**src/rtl/gshare_predictor.sv**
```systemverilog
// Branch-direction predictor: table of saturating counters indexed by
// PC XOR speculative global history (gshare) or by PC alone (bimodal).
// The table is cleared by a one-entry-per-cycle sweep after reset so that
// it never needs a parallel reset and can live in RAM.
module gshare_predictor #(
    parameter int PC_WIDTH    = 10,
    parameter int INDEX_WIDTH = 5,
    parameter int CTR_WIDTH   = 2,
    parameter int GHR_WIDTH   = 5,
    parameter int USE_GSHARE  = 1,
    parameter int CNT_WIDTH   = 16
) (
    input  logic                   clk,
    input  logic                   rst,
    output logic                   ready,
    input  logic                   pred_req,
    input  logic [PC_WIDTH-1:0]    pred_pc,
    output logic                   pred_valid,
    output logic                   pred_taken,
    output logic [INDEX_WIDTH-1:0] pred_index,
    output logic [GHR_WIDTH-1:0]   pred_ghr,
    input  logic                   upd_valid,
    input  logic [INDEX_WIDTH-1:0] upd_index,
    input  logic                   upd_taken,
    input  logic                   upd_mispredict,
    input  logic [GHR_WIDTH-1:0]   upd_ghr,
    output logic [CNT_WIDTH-1:0]   mispredict_count
);

    localparam int DEPTH = 1 << INDEX_WIDTH;
    // Weakly-not-taken start value; collapses to 0 for 1-bit counters.
    localparam logic [CTR_WIDTH-1:0] CTR_WNT = CTR_WIDTH'((1 << (CTR_WIDTH - 1)) - 1);
    localparam logic [INDEX_WIDTH-1:0] LAST_IDX = INDEX_WIDTH'(DEPTH - 1);

    typedef enum logic {S_INIT, S_RUN} state_t;

    state_t                 state;
    state_t                 state_next;
    logic [INDEX_WIDTH-1:0] sweep_ptr;
    logic [GHR_WIDTH-1:0]   ghr;
    logic [CTR_WIDTH-1:0]   ctr_table [DEPTH];

    logic [INDEX_WIDTH-1:0] ghr_ext;
    logic [INDEX_WIDTH-1:0] pred_idx;
    logic                   pred_bit;
    logic                   tbl_we;
    logic [INDEX_WIDTH-1:0] tbl_waddr;
    logic [CTR_WIDTH-1:0]   tbl_wdata;
    logic                   run;
    logic                   repair;
    logic                   pc_hi_unused;

    // Counter moves one step toward the outcome, pinned at 0 and all-ones.
    function automatic logic [CTR_WIDTH-1:0] ctr_step(input logic [CTR_WIDTH-1:0] c,
                                                      input logic up);
        if (up)
            return (c == {CTR_WIDTH{1'b1}}) ? c : c + 1'b1;
        else
            return (c == '0) ? c : c - 1'b1;
    endfunction

    // Statistics counter stops at all-ones instead of wrapping.
    function automatic logic [CNT_WIDTH-1:0] cnt_sat_inc(input logic [CNT_WIDTH-1:0] c);
        return (c == {CNT_WIDTH{1'b1}}) ? c : c + 1'b1;
    endfunction

    // Shift one outcome into a history value; shift form works for width 1 too.
    function automatic logic [GHR_WIDTH-1:0] ghr_shift(input logic [GHR_WIDTH-1:0] h,
                                                       input logic b);
        return (h << 1) | GHR_WIDTH'(b);
    endfunction

    assign run          = (state == S_RUN);
    assign ready        = run;
    assign repair       = upd_valid && upd_mispredict;
    assign pc_hi_unused = ^pred_pc;

    // Next-state logic: sweep ends after the last table entry is written.
    always_comb begin
        state_next = state;
        if (state == S_INIT && sweep_ptr == LAST_IDX)
            state_next = S_RUN;
    end

    // Predict-side index and table read, plus single write-port steering.
    always_comb begin
        ghr_ext = '0;
        ghr_ext[GHR_WIDTH-1:0] = ghr;
        pred_idx = (USE_GSHARE != 0) ? (pred_pc[INDEX_WIDTH-1:0] ^ ghr_ext)
                                     : pred_pc[INDEX_WIDTH-1:0];
        pred_bit = ctr_table[pred_idx][CTR_WIDTH-1];
        tbl_we    = 1'b0;
        tbl_waddr = upd_index;
        tbl_wdata = ctr_step(ctr_table[upd_index], upd_taken);
        if (!run) begin
            tbl_we    = 1'b1;
            tbl_waddr = sweep_ptr;
            tbl_wdata = CTR_WNT;
        end else if (upd_valid) begin
            tbl_we = 1'b1;
        end
    end

    // State register and sweep pointer; reset restarts the sweep from entry 0.
    always_ff @(posedge clk) begin
        if (rst) begin
            state     <= S_INIT;
            sweep_ptr <= '0;
        end else begin
            state <= state_next;
            if (!run)
                sweep_ptr <= sweep_ptr + 1'b1;
        end
    end

    // Global history: repair on mispredict wins over speculative shift.
    always_ff @(posedge clk) begin
        if (rst)
            ghr <= '0;
        else if (run) begin
            if (repair)
                ghr <= ghr_shift(upd_ghr, upd_taken);
            else if (pred_req)
                ghr <= ghr_shift(ghr, pred_bit);
        end
    end

    // Mispredict statistics, saturating.
    always_ff @(posedge clk) begin
        if (rst)
            mispredict_count <= '0;
        else if (run && repair)
            mispredict_count <= cnt_sat_inc(mispredict_count);
    end

    // Registered prediction outputs; only the valid flag is reset.
    always_ff @(posedge clk) begin
        if (rst)
            pred_valid <= 1'b0;
        else
            pred_valid <= run && pred_req;
        if (run && pred_req) begin
            pred_taken <= pred_bit;
            pred_index <= pred_idx;
            pred_ghr   <= ghr;
        end
    end

    // Counter table write port; nonblocking write gives read-before-write.
    always_ff @(posedge clk) begin
        if (tbl_we)
            ctr_table[tbl_waddr] <= tbl_wdata;
    end

endmodule

```
**config.mk**
```make
export PLATFORM = sky130hd
export DESIGN_NAME = gshare_predictor
export DESIGN_NICKNAME = d
export VERILOG_FILES = /design/src/rtl/gshare_predictor.sv
export SDC_FILE = /design/constraint.sdc
export NUM_CORES = 1
export LEC_CHECK = 0
export CAP_MARGIN = 20
export CORE_MARGIN = 10
export CORE_UTILIZATION = 60
export DETAILED_ROUTE_END_ITERATION = 8
export PLACE_DENSITY = 0.89
export SLEW_MARGIN = 20
export SYNTH_ARGS = -nofsm -noshare
export SYNTH_HDL_FRONTEND = slang
export SYNTH_SLANG_ARGS = --single-unit
```
**constraint.sdc**
```tcl
create_clock -name clk -period 7.57 [get_ports clk]
set_input_delay 1.514 -clock clk [delete_from_list [all_inputs] [get_ports clk]]
set_output_delay 1.514 -clock clk [all_outputs]
set_load 0.02 [all_outputs]
```
Fig. 1: cell outlines without signal wires
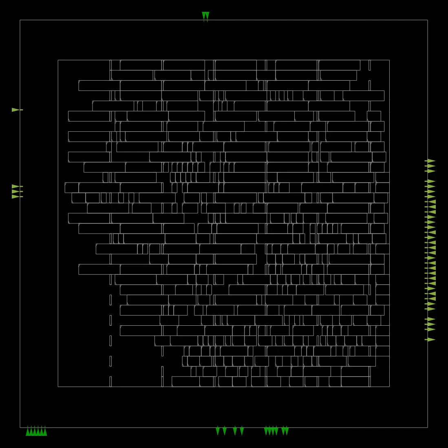
Seq cells: 103
Filler Cells Inserted: 485

Fig. 2: pin placement
(4 px per um) Pins as bars across the die edge, other pins in gray.
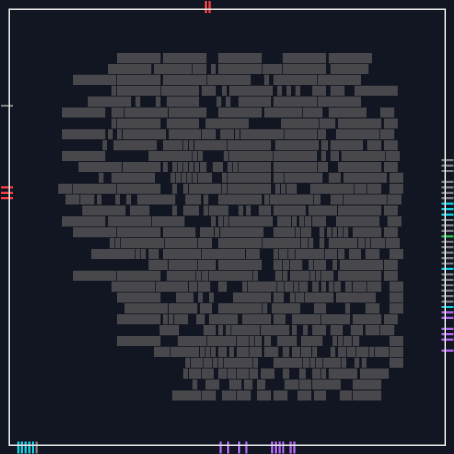
- upd_index: red (pins 5; direction input; edge 3 left, 2 top)
- upd_taken: green (pins 1; direction input; edge right)
- pred_pc: cyan (pins 10; direction input; edge 5 right, 5 bottom)
- mispredict_count: purple (pins 16; direction output; edge 10 bottom, 6 right)

Fig. 3: close-up of the layout
Region (34, 34) to (74, 74) um. Cells in gray, sequential cells in the stronger gray; small squares are vias.
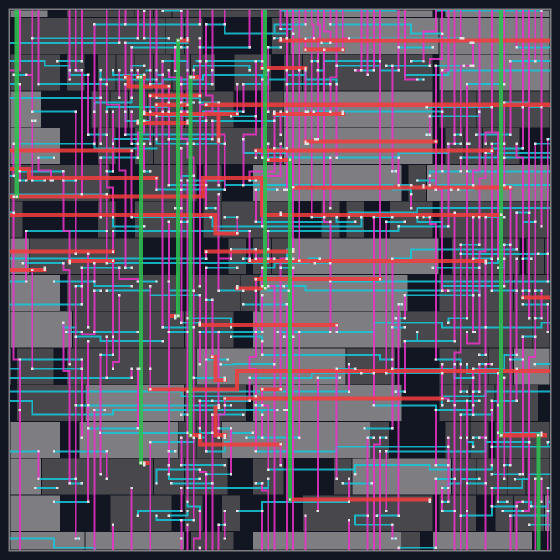
- M3: red
- M2: magenta
- M1: cyan
- M4: green
- netlist names of flops here include: ctr_table (15), sweep_ptr (4)
- cells with their middle in the window: 114
- sequential cells in the window: 20
- most frequent: nand2_1 (20), nor2_1 (20), edfxtp_1 (15)

==> flow_summary.toml <==
# implementation run metrics
[run_status]
status = "finished clean"

[pwr]
pg_seq_uw = 605
power_mw = 1.030
seqPwrFrac_pct = 58.7
switching_power_uw = 239.8
ir_worst_vdd_v = 0.0001189
p_sw_share_pct = 23.29

[final_timing]
hold_violations = 0
clock.fmax_mhz = 204.8
setup_tns_ns = 0
post-route-min-period_ns = 4.883

[clock_tree]
cts_buffers = 9
clockBufferDepth = 2
cts_sinks = 103
ctsResizeCount = 0
path_clk_slew_ns = 0.10
ctsHoldBuffers = 0

[die]
die_w_um = 108.6

[logic_synthesis]
ys_top_cells_by_count = "edfxtp_1 (75), nor2_1 (67), nand2_1 (36)"
synthArstFlopShare_pct = 0
syn_inst = 350
top_area_cell = "edfxtp_1"
edf_count = 75
ys_cells = 350

[job]
openroad.warnings = 32

[detailed_routing]
num_vias = 3084
drtPass1Iterations = 5

[placement]
pre_cts_ws_ns = 2.081

[worst_setup_path]
r2r.worst_path.cells = 6
cp-endpoint = "ctr_table[28][0]"

[global_route]
antenna_found_initial = 0
grt_pass1_vias = 3152

[layout]
fin_area_um2 = 5487
Fig. 4: the metal 2 layer
(3 px per um)
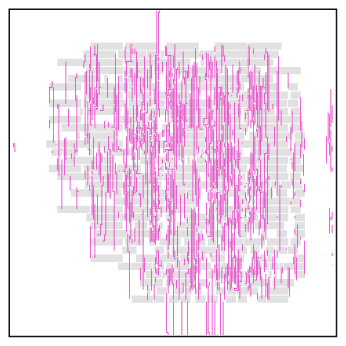
- main direction: vertical
- longest straight run: 41.5 um
- share of all routed wire: 48%

Fig. 5: routed metal, one color a layer
(3 px per um) Only two layers are drawn.
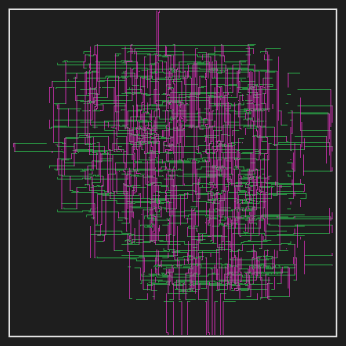
- M1: green (wire length 4000 um)
- M2: magenta (wire length 4860 um)

[critical path, stage by stage]
cell,delay [ns]
clkdlybuf4s50_1,1.16
mux4_2,0.65
mux4_2,0.47
mux2i_1,0.30
maj3_1,0.24
nand2_1,0.32
buf_8,0.34
[area by class of cell]
cell class | instances | area share, %
sequential | 103 | 51.27
multi-input combinational | 226 | 32.79
timing repair buffer | 50 | 9.168
tap | 102 | 2.326
clock buffer | 9 | 2.258
clock inverter | 7 | 1.437
inverter | 11 | 0.7526
[cells by family after synthesis]
family	share of synthesized area, %
flip-flops	59.72
XOR/XNOR	4.118
AND/OR/NAND/NOR	12.91
adder cells (fa/ha/maj)	1.010
buffers and inverters	2.072
AND-OR/OR-AND	3.613
multiplexers	16.55
